==> src/rtl/axis_slv_demux.sv <==
// Routes one upstream AXI-Stream to one of pUSER_PRJ_NUM project slave ports.
// Beats pass through a small FIFO; the destination is latched once per packet.
module axis_slv_demux #(
  parameter int pDATA_WIDTH   = 32,
  parameter int pUSER_PRJ_NUM = 4,
  parameter int pSEL_WIDTH    = 3,
  parameter int pFIFO_DEPTH   = 4
) (
  input  logic                               ASCLK,
  input  logic                               ARESET,
  input  logic [pSEL_WIDTH-1:0]              USER_PRJ_SEL,
  input  logic [pDATA_WIDTH-1:0]             as_tdata,
  input  logic [2:0]                         as_tid,
  input  logic                               as_tkeep,
  input  logic                               as_tlast,
  input  logic [3:0]                         as_tstrb,
  input  logic                               as_tvalid,
  output logic                               as_tready,
  output logic [pUSER_PRJ_NUM*pDATA_WIDTH-1:0] ss_tdata,
  output logic [pUSER_PRJ_NUM*3-1:0]         ss_tid,
  output logic [pUSER_PRJ_NUM-1:0]           ss_tkeep,
  output logic [pUSER_PRJ_NUM-1:0]           ss_tlast,
  output logic [pUSER_PRJ_NUM*4-1:0]         ss_tstrb,
  output logic [pUSER_PRJ_NUM-1:0]           ss_tvalid,
  input  logic [pUSER_PRJ_NUM-1:0]           ss_tready,
  output logic                               pkt_drop
);

  localparam int AW = $clog2(pFIFO_DEPTH);
  localparam int EW = pDATA_WIDTH + 9;

  typedef enum logic [1:0] {IDLE, FWD, DROP} state_t;

  state_t                state_q, state_d;
  logic [pSEL_WIDTH-1:0] sel_q, sel_d;
  logic [AW-1:0]         wr_ptr_q, rd_ptr_q;
  logic [AW:0]           cnt_q;
  logic [EW-1:0]         mem_q [pFIFO_DEPTH];
  logic [EW-1:0]         head;
  logic                  empty, full, push, pop, head_last, sel_rdy, sel_ok;

  // Entry layout: {tdata, tid[2:0], tkeep, tlast, tstrb[3:0]}
  assign empty     = (cnt_q == '0);
  assign full      = (cnt_q == (AW+1)'(pFIFO_DEPTH));
  assign as_tready = !full && !ARESET;
  assign push      = as_tvalid && as_tready;
  assign head      = mem_q[rd_ptr_q];
  assign head_last = head[4];
  assign sel_ok    = (32'(USER_PRJ_SEL) < 32'(pUSER_PRJ_NUM));

  always_ff @(posedge ASCLK) begin
    if (push) mem_q[wr_ptr_q] <= {as_tdata, as_tid, as_tkeep, as_tlast, as_tstrb};
  end

  always_ff @(posedge ASCLK or posedge ARESET) begin
    if (ARESET) begin
      wr_ptr_q <= '0;
      rd_ptr_q <= '0;
      cnt_q    <= '0;
      state_q  <= IDLE;
      sel_q    <= '0;
    end else begin
      if (push) wr_ptr_q <= wr_ptr_q + AW'(1);
      if (pop)  rd_ptr_q <= rd_ptr_q + AW'(1);
      if (push && !pop)      cnt_q <= cnt_q + (AW+1)'(1);
      else if (pop && !push) cnt_q <= cnt_q - (AW+1)'(1);
      state_q <= state_d;
      sel_q   <= sel_d;
    end
  end

  always_comb begin
    sel_rdy = 1'b0;
    for (int i = 0; i < pUSER_PRJ_NUM; i++) begin
      if (sel_q == pSEL_WIDTH'(i)) sel_rdy = ss_tready[i];
    end
  end

  always_comb begin
    state_d  = state_q;
    sel_d    = sel_q;
    pop      = 1'b0;
    pkt_drop = 1'b0;
    case (state_q)
      IDLE: begin
        if (!empty) begin
          sel_d   = USER_PRJ_SEL;
          state_d = sel_ok ? FWD : DROP;
        end
      end
      FWD: begin
        pop = !empty && sel_rdy;
        if (pop && head_last) state_d = IDLE;
      end
      DROP: begin
        pop = !empty;
        if (pop && head_last) begin
          pkt_drop = 1'b1;
          state_d  = IDLE;
        end
      end
      default: state_d = IDLE;
    endcase
  end

  // Only the latched project sees the head; every other slice is held at zero.
  always_comb begin
    ss_tdata  = '0;
    ss_tid    = '0;
    ss_tkeep  = '0;
    ss_tlast  = '0;
    ss_tstrb  = '0;
    ss_tvalid = '0;
    for (int i = 0; i < pUSER_PRJ_NUM; i++) begin
      if (state_q == FWD && sel_q == pSEL_WIDTH'(i) && !empty) begin
        ss_tvalid[i]                             = 1'b1;
        ss_tdata[i*pDATA_WIDTH +: pDATA_WIDTH]   = head[EW-1:9];
        ss_tid[i*3 +: 3]                         = head[8:6];
        ss_tkeep[i]                              = head[5];
        ss_tlast[i]                              = head[4];
        ss_tstrb[i*4 +: 4]                       = head[3:0];
      end
    end
  end

endmodule

==> config.mk <==
export PLATFORM = sky130hd
export DESIGN_NAME = axis_slv_demux
export DESIGN_NICKNAME = d
export VERILOG_FILES = /design/src/rtl/axis_slv_demux.sv
export SDC_FILE = /design/constraint.sdc
export NUM_CORES = 1
export LEC_CHECK = 0
export CORE_MARGIN = 4
export CORE_UTILIZATION = 44
export DETAILED_ROUTE_END_ITERATION = 6
export HOLD_SLACK_MARGIN = 0.02
export PLACE_DENSITY = 0.77
export REMOVE_ABC_BUFFERS = 1
export SLEW_MARGIN = 20
export SYNTH_ARGS = -nofsm -noshare
export SYNTH_HDL_FRONTEND = slang
export SYNTH_SLANG_ARGS = --single-unit
==> constraint.sdc <==
create_clock -name ASCLK -period 2.6 [get_ports ASCLK]
set_clock_uncertainty 0.2 [all_clocks]
set_input_delay 0.52 -clock ASCLK [delete_from_list [all_inputs] [get_ports ASCLK]]
set_output_delay 0.52 -clock ASCLK [all_outputs]
set_load 0.05 [all_outputs]
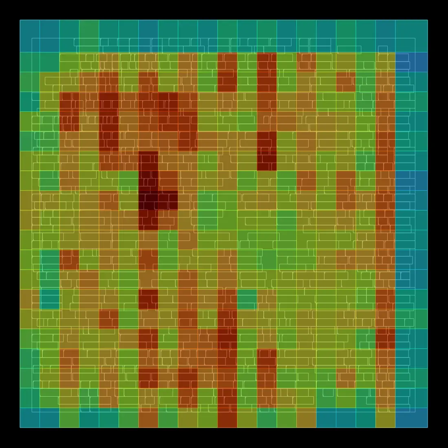
Fig. 1. Track usage over the die (run 1).
met1 Use GR: 23.8%
M3 GR Usage: 4.91%

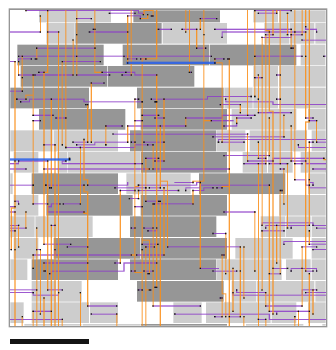
Fig. 2. Zoomed window (run 1).
Bar = 10 um. Region (87, 16) to (127, 56) um. Cells in gray, sequential cells in the stronger gray; small squares are vias.
blue -> metal 3
purple -> metal 1
orange -> metal 2
netlist names of flops here include = mem_q (23)
cells with their middle in the window = 75
sequential cells in the window = 23
most frequent = and2_4 (27), edfxtp_1 (23), buf_12 (10)

==> metrics.cfg, run 1 <==
[run_status]
status=finished, violations left
violations=setup timing

[critical_path]
arrival_ns=2.40
reg2reg_from=sel_q[1]$_DFFE_PP0P_
crit_fanout=5
critPathLaunch=state_q[1]$_DFFE_PP0P_
critPathTopFamily=simple AND/OR/NAND/NOR gates

[synth]
ys_sh_aoi_pct=1.50
synth_top_area_share_pct=62.0
fa_ha_area_share_pct=1.51
yosys-top-cells-count=edfxtp_1, and2_1, mux4_2, clkbuf_2, dfrtp_1
syn_area_mm2=0.00794
yosys-top-cells-area=edfxtp_1, and2_1, mux4_2

[place]
dp_cells=946
placed_area_mm2=0.0124
place_congestion=0.810

[sta]
relSlewSlack_pct=66.4
finalWorstSetupSlack_ns=-0.520
tns_ns=-72.47
setup_viol_count_final=170
holdWs_ns=0.244

[power]
seq_cell_power_uw=3650
power.group.top=combinational logic
p_seq_share_pct=34.9

[cells_and_area]
flop_area_mm2=0.00523
antenna_cells=0
n_fill_cell=856
area_growth_pct=77.6
seq-cell-share_pct=37.1

[clock_tree]
clock-sinks=176
clkTransAtPathRegs_ns=0.07
cts_made_buffers=17

[floorplanning]
die_area_mm2=0.0203

[global_route]
grt_pass1_wl_um=32600
grt_max_degree=27

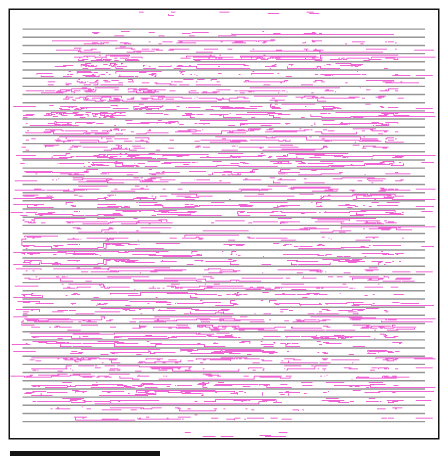
Fig. 3. Metal 1 (run 1).
Bar = 50 um. Supply wires on this layer in gray.
main direction = horizontal
share of all routed wire = 35%
longest straight run = 54.5 um
wire length on this layer = 8,410 um
WL final: 23,700 um
via count: 5,264

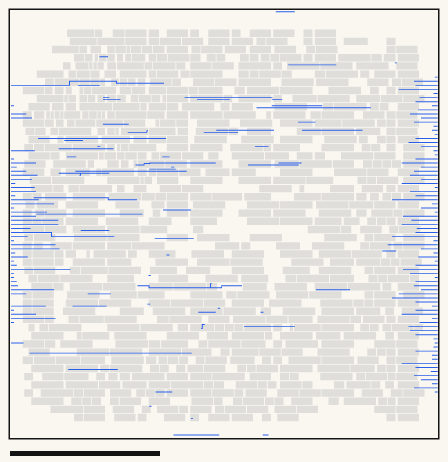
Fig. 4. Met3 routing (run 1).
Bar = 50 um. Cells faint in the background.
main direction = horizontal
nets with wire on the layer = 158
share of all routed wire = 6.5%
wire length on this layer = 1,530 um

==> run 2, diff against run 1 <==
- SETUP_SLACK_MARGIN: unset -> 0.3
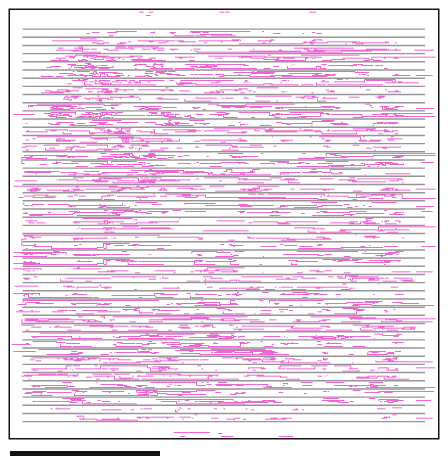
Fig. 5. Metal 1 (run 2).
Bar = 50 um. Supply wires on this layer in gray.
share of all routed wire = 36%
wire length on this layer = 8,540 um
main direction = horizontal
longest straight run = 64.9 um

==> run 2 against run 1 <==
  * The flow still finishes with violations (setup timing)
  * Synthesized area unchanged
  * Clock power about the same
  * Sequential share of layout area up 0.23 points
  * Combinational power about the same
  * Critical path type unchanged
  * Largest cell class unchanged
  * Highest routed layer unchanged
==> metrics.cfg, run 2 <==
[place]
placed_area_mm2=0.0124  ; unchanged
dp_cells=946  ; unchanged
place_congestion=0.810  ; unchanged

[sta]
tns_ns=-82.46  ; -10.0 ns
holdWs_ns=0.253  ; +0.00857 ns
setup_viol_count_final=169  ; -0.59%
finalWorstSetupSlack_ns=-0.591  ; -0.0714 ns
relSlewSlack_pct=65.6  ; -0.82 points

[power]
seq_cell_power_uw=3650  ; about the same
p_seq_share_pct=34.8  ; about the same
power.group.top=combinational logic

[clock_tree]
clockBufferDepth=2
clock-root-buffer=clkbuf_16
clkTransAtPathRegs_ns=0.07  ; about the same
cts_made_buffers=17  ; unchanged
clock-sinks=176  ; unchanged

[global_route]
grt.met3_usage_pct=4.94  ; +0.034 points
met1_usage_pct=24.4  ; +0.54 points
grt_pass1_wl_um=33200  ; +1.9%

[critical_path]
critPathLaunch=state_q[1]$_DFFE_PP0P_
critPathTopFamily=simple AND/OR/NAND/NOR gates
arrival_ns=2.47  ; +0.07 ns
reg2reg_from=sel_q[1]$_DFFE_PP0P_

[cells_and_area]
logic_area_mm2=0.00297
n_fill_cell=856  ; unchanged
flop_area_mm2=0.00523  ; about the same
area_growth_pct=76.6
antenna_cells=0  ; unchanged
seq-cell-share_pct=37.3  ; +0.23 points

[detailed_routing]
finalWirelength_um=23800  ; about the same
dr_total_vias=5364  ; +1.9%
route.detailed.drc=0

[synth]
syn_area_mm2=0.00794  ; unchanged
ys_sh_aoi_pct=1.50  ; unchanged
fa_ha_area_share_pct=1.51  ; unchanged
synth_top_area_share_pct=62.0  ; unchanged
xor_share_pct=0.441
synth_flop_count=176
logic_family=simple AND/OR/NAND/NOR gates

[run_status]
status=finished, violations left
violations=setup timing

[floorplanning]
die_area_mm2=0.0203  ; unchanged

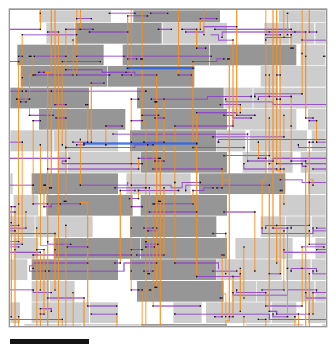
Fig. 6. Zoomed window (run 2).
Bar = 10 um. Region (87, 16) to (127, 56) um. Cells in gray, sequential cells in the stronger gray; small squares are vias.
purple -> metal 1
orange -> metal 2
blue -> metal 3
sequential cells in the window = 23
netlist names of flops here include = mem_q (23)
cells with their middle in the window = 72
most frequent = edfxtp_1 (23), and2_4 (21), buf_12 (10)

Power and IR drop assume default switching activity.
